===== config.mk =====
export PLATFORM = sky130hd
export DESIGN_NAME = fifo_ctrl
export DESIGN_NICKNAME = d
export VERILOG_FILES = /design/src/rtl/fifo_ctrl.sv
export SDC_FILE = /design/constraint.sdc
export NUM_CORES = 1
export LEC_CHECK = 0
export CORE_ASPECT_RATIO = 0.7
export CORE_MARGIN = 2
export CORE_UTILIZATION = 41
export CTS_CLUSTER_SIZE = 14
export DETAILED_ROUTE_END_ITERATION = 16
export GPL_TIMING_DRIVEN = 0
export PLACE_DENSITY_LB_ADDON = 0.2
export SYNTH_ARGS = -nofsm -noshare
export SYNTH_HDL_FRONTEND = slang
export SYNTH_SLANG_ARGS = --single-unit

===== constraint.sdc =====
create_clock -name clk -period 2.77 [get_ports clk]
set_input_delay 0.554 -clock clk [delete_from_list [all_inputs] [get_ports clk]]
set_output_delay 0.554 -clock clk [all_outputs]
set_load 0.005 [all_outputs]

===== src/rtl/fifo_ctrl.sv =====
`default_nettype none
// ============================================================================
// Module   : fifo_ctrl
// Purpose  : Push/pop controller for a true_dpram_sclk-backed FIFO. It drives
//            the RAM ports and tracks occupancy, status flags, sticky errors
//            and read-data-valid timing.
// Revision : 1.0 - initial release
// ============================================================================
module fifo_ctrl #(
  parameter int DATA_W = 10,
  parameter int ADDR_W = 3
) (
  input  logic              clk,
  input  logic              reset,
  input  logic              init,
  input  logic [ADDR_W:0]   af_thresh_in,
  input  logic [ADDR_W:0]   ae_thresh_in,
  input  logic              push,
  input  logic              pop,
  input  logic [DATA_W-1:0] data_in,
  output logic [DATA_W-1:0] ram_data,
  output logic [ADDR_W-1:0] ram_addr_wa,
  output logic [ADDR_W-1:0] ram_addr_ra,
  output logic              ram_we,
  output logic              ram_re,
  output logic              ram_state,
  output logic [ADDR_W:0]   count,
  output logic              fifo_full,
  output logic              fifo_empty,
  output logic              almost_full,
  output logic              almost_empty,
  output logic              overflow_err,
  output logic              underflow_err,
  output logic              rd_valid,
  output logic [1:0]        ctrl_state
);

  // Occupancy is one bit wider than the pointers so that DEPTH itself fits.
  localparam logic [ADDR_W:0] c_depth      = (ADDR_W+1)'(2**ADDR_W);
  localparam logic [ADDR_W:0] c_af_default = (ADDR_W+1)'(2**ADDR_W - 2);
  localparam logic [ADDR_W:0] c_ae_default = (ADDR_W+1)'(2);

  typedef enum logic [1:0] {
    ST_RESET  = 2'd0,
    ST_INIT   = 2'd1,
    ST_ACTIVE = 2'd2,
    ST_ERROR  = 2'd3
  } state_t;

  state_t             r_state;
  logic [ADDR_W-1:0]  r_wr_ptr;
  logic [ADDR_W-1:0]  r_rd_ptr;
  logic [ADDR_W:0]    r_count;
  logic [ADDR_W:0]    r_af_th;
  logic [ADDR_W:0]    r_ae_th;
  logic               r_overflow;
  logic               r_underflow;
  logic               r_rd_valid;

  logic               w_active;
  logic               w_push_ok;
  logic               w_pop_ok;

  assign w_active = (r_state == ST_ACTIVE);

  // A push into a full FIFO is legal when a pop frees the slot in the same
  // cycle; a pop from an empty FIFO poisons the whole cycle, push included.
  assign w_push_ok = w_active & push & ~init & (~fifo_full | pop) & ~(pop & fifo_empty);
  assign w_pop_ok  = w_active & pop  & ~init & ~fifo_empty;

  // Status flags derive from the registered occupancy only.
  assign fifo_full    = (r_count == c_depth);
  assign fifo_empty   = (r_count == '0);
  assign almost_full  = (r_count >= r_af_th);
  assign almost_empty = (r_count <= r_ae_th);

  // RAM port drive; outside ACTIVE both enables are low and state is 0.
  assign ram_we      = w_push_ok;
  assign ram_addr_wa = r_wr_ptr;
  assign ram_data    = data_in;
  assign ram_re      = w_pop_ok;
  assign ram_addr_ra = r_rd_ptr;
  assign ram_state   = w_active;

  assign count         = r_count;
  assign overflow_err  = r_overflow;
  assign underflow_err = r_underflow;
  assign rd_valid      = r_rd_valid & w_active;
  assign ctrl_state    = r_state;

  // Controller FSM with pointer, occupancy, threshold and error registers.
  always_ff @(posedge clk or posedge reset) begin
    if (reset) begin
      r_state     <= ST_RESET;
      r_wr_ptr    <= '0;
      r_rd_ptr    <= '0;
      r_count     <= '0;
      r_af_th     <= c_af_default;
      r_ae_th     <= c_ae_default;
      r_overflow  <= 1'b0;
      r_underflow <= 1'b0;
      r_rd_valid  <= 1'b0;
    end else begin
      // RAM q_a holds the popped word one cycle after the read enable.
      r_rd_valid <= w_pop_ok;

      case (r_state)
        ST_RESET: begin
          r_state <= ST_INIT;
        end

        ST_INIT: begin
          // Zero or oversized almost-full thresholds saturate to DEPTH.
          if ((af_thresh_in == '0) || (af_thresh_in > c_depth)) begin
            r_af_th <= c_depth;
          end else begin
            r_af_th <= af_thresh_in;
          end
          // Oversized almost-empty thresholds fall back to 0.
          if (ae_thresh_in > c_depth) begin
            r_ae_th <= '0;
          end else begin
            r_ae_th <= ae_thresh_in;
          end
          r_wr_ptr    <= '0;
          r_rd_ptr    <= '0;
          r_count     <= '0;
          r_overflow  <= 1'b0;
          r_underflow <= 1'b0;
          if (!init) begin
            r_state <= ST_ACTIVE;
          end
        end

        ST_ACTIVE: begin
          if (init) begin
            r_state     <= ST_INIT;
            r_wr_ptr    <= '0;
            r_rd_ptr    <= '0;
            r_count     <= '0;
            r_overflow  <= 1'b0;
            r_underflow <= 1'b0;
          end else if (push && fifo_full && !pop) begin
            r_overflow <= 1'b1;
            r_state    <= ST_ERROR;
          end else if (pop && fifo_empty) begin
            r_underflow <= 1'b1;
            r_state     <= ST_ERROR;
          end else begin
            if (w_push_ok) begin
              r_wr_ptr <= r_wr_ptr + 1'b1;
            end
            if (w_pop_ok) begin
              r_rd_ptr <= r_rd_ptr + 1'b1;
            end
            case ({w_push_ok, w_pop_ok})
              2'b10:   r_count <= r_count + 1'b1;
              2'b01:   r_count <= r_count - 1'b1;
              default: r_count <= r_count;
            endcase
          end
        end

        ST_ERROR: begin
          // Everything stays frozen until software re-initialises.
          if (init) begin
            r_state     <= ST_INIT;
            r_wr_ptr    <= '0;
            r_rd_ptr    <= '0;
            r_count     <= '0;
            r_overflow  <= 1'b0;
            r_underflow <= 1'b0;
          end
        end

        default: begin
          r_state <= ST_RESET;
        end
      endcase
    end
  end

endmodule
`default_nettype wire


==> run_1/final_congestion.png <==
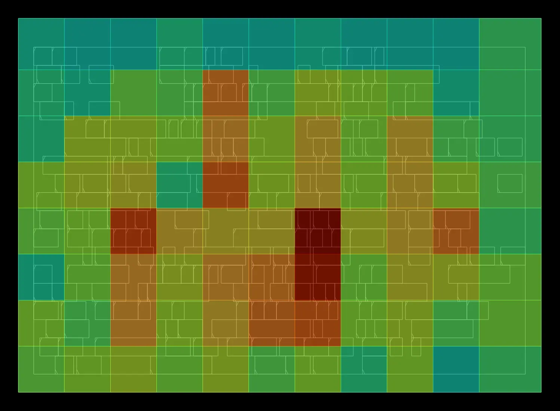
final cell utilization of the core: 0.626
met1 Usage GRT: 0.236
global routing met3 resource utilization: 0.0487
overall global routing resource usage: 0.187
layer with the highest usage after global routing: met2

==> run_1/met1.png <==
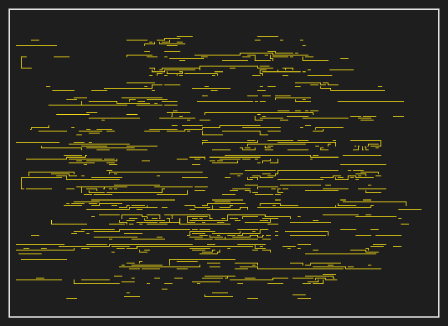
wire length on this layer: 1,770 um
longest straight run: 21.2 um
main direction: horizontal
share of all routed wire: 44%

==> run_1/registers.png <==
Other sequential cells in the stronger grey, the rest of the logic in the fainter grey.
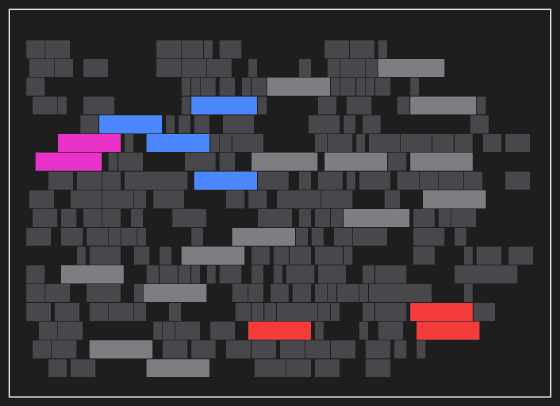
| name in the netlist | colour | flops |
|---|---|---|
| ctrl_state | magenta | 2 |
| r_ae_th | blue | 4 |
| ram_addr_wa | red | 3 |

==> run summary, run 1 <==
fresh numbers from the pnr run: GR Layer Usage met2=0.328, Signal buffers=64, power dissipated by switching net loads=497 uW, CTS buffer count=3, Power Sequential=472 uW, count of inserted tapcells=50, Floorplan Utilization=0.440, Total Die Area=4380 um2, highest metal layer used by the detailed router=met4, first-pass iteration count of the detailed router=4, post-CTS clock slew at the launch and capture registers of the worst setup and hold paths=90 ps, reg-to-reg setup timing slack=-2 ps, outcome=finished with violations, mean instance size in the synthesized netlist=9.32 um2, pwr dens=603 nW/um2, Basic Gates by Area=0.155, largest voltage drop on the vdd net=0.000416 V, capturing instance or port of the critical path=count[3], Slew Viols, Final=0, most common cell after layout, fill and taps aside=clkdlybuf4s50_1, Final Power=1.36 mW, Hold WS=495 ps, largest cells by area after synthesis=dfrtp_1 32%, ha_1 15%, o21ai_0 5.7%, post-layout worst setup margin=-2.37 ps, flip-flop and latch share of the layout cell area=0.259, max-slew headroom at the worst pin=0.388, number of hold buffers added after CTS=0, total of fill cells in the finished design=307, Switching Fraction=0.366, start point of the worst hold path=ram_addr_ra[2], worst-case hold path end point=ram_addr_ra[2], initial antenna violation count=0, number of cells in Yosys stat=170, Leak Pwr=0.998 nW, Logic area=920 um2, worst hold-check path type=reg2reg, count leader, synth=dfrtp_1, final number of setup-violating endpoints=1, Routed met2 length=1.95 mm, share of layout cells above drive strength 1=0.200, Iteration-0 DRC Markers=87, failing checks=setup timing, Clk Tree Root Cell=clkbuf_8, Gate Count Post-Synth=170, adder-cell share of the synthesized area=0.150
==> run_1/clock_map.png <==
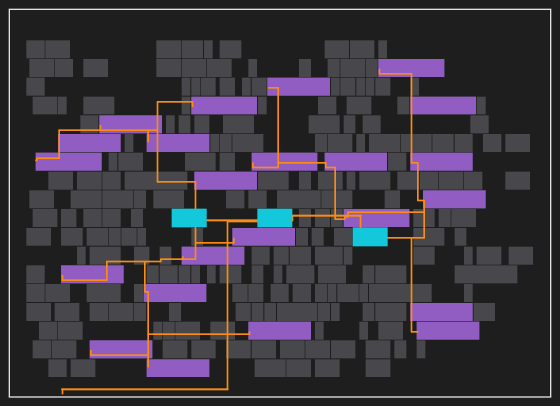

--- run 2 (diff from run 1) ---
Settings changed: CELL_PAD_IN_SITES_DETAIL_PLACEMENT from default to 0, CELL_PAD_IN_SITES_GLOBAL_PLACEMENT from default to 1, CORE_UTILIZATION 41 to 30.
Clock period 2.77 ns to 2.29 ns, I/O delays scaled along.
==> run_2/clock_map.png <==
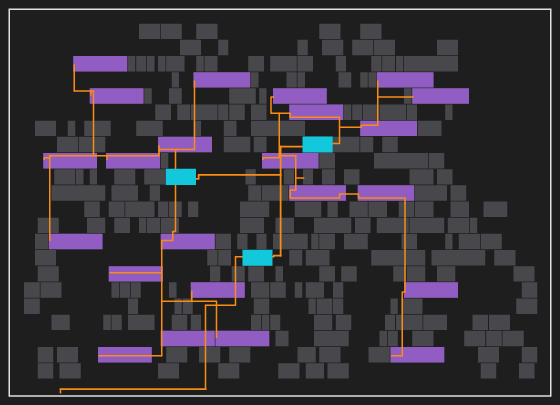
[cells driving clock nets] cyan | count: 3
[flip-flops] purple | count: 23
[clock wires] orange | length: 362 um
routed clock nets: 4

==> run_2/met1.png <==
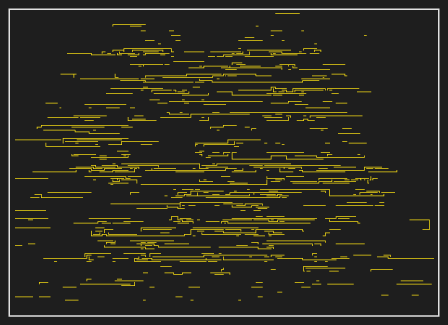
wire length on this layer: 2,100 um
nets with wire on the layer: 250
share of all routed wire: 51%
longest straight run: 26.7 um
main direction: horizontal

==> run summary, run 2 <==
fresh numbers from the pnr run: outcome=finished with violations, failing checks=setup timing, Power Sequential=561 uW (+19%), worst hold-check path type=reg2reg, Slew Viols, Final=0 (unchanged), Final Power=1.66 mW (+22%), post-CTS clock slew at the launch and capture registers of the worst setup and hold paths=90 ps (about the same), number of cells in Yosys stat=170 (unchanged), overall global routing resource usage=0.146 (-0.0404), final cell utilization of the core=0.481 (-0.145), most common cell after layout, fill and taps aside=clkdlybuf4s50_1, largest voltage drop on the vdd net=0.000608 V (+46%), CTS buffer count=3 (unchanged), initial antenna violation count=0 (unchanged), count leader, synth=dfrtp_1, Clk Tree Root Cell=clkbuf_8, Gate Count Post-Synth=170 (unchanged), Routed met2 length=1.82 mm (-6.3%), adder-cell share of the synthesized area=0.150 (unchanged), Iteration-0 DRC Markers=62 (-29%), highest metal layer used by the detailed router=met4, post-layout worst setup margin=-257 ps (-254 ps), reg-to-reg setup timing slack=-260 ps (-250 ps), final number of setup-violating endpoints=3 (+2), pwr dens=667 nW/um2 (+11%), layer with the highest usage after global routing=met2, start point of the worst hold path=ram_addr_ra[2], GR Layer Usage met2=0.227 (-0.101)
No activity file was given, so power comes from the tool's default toggle rates.
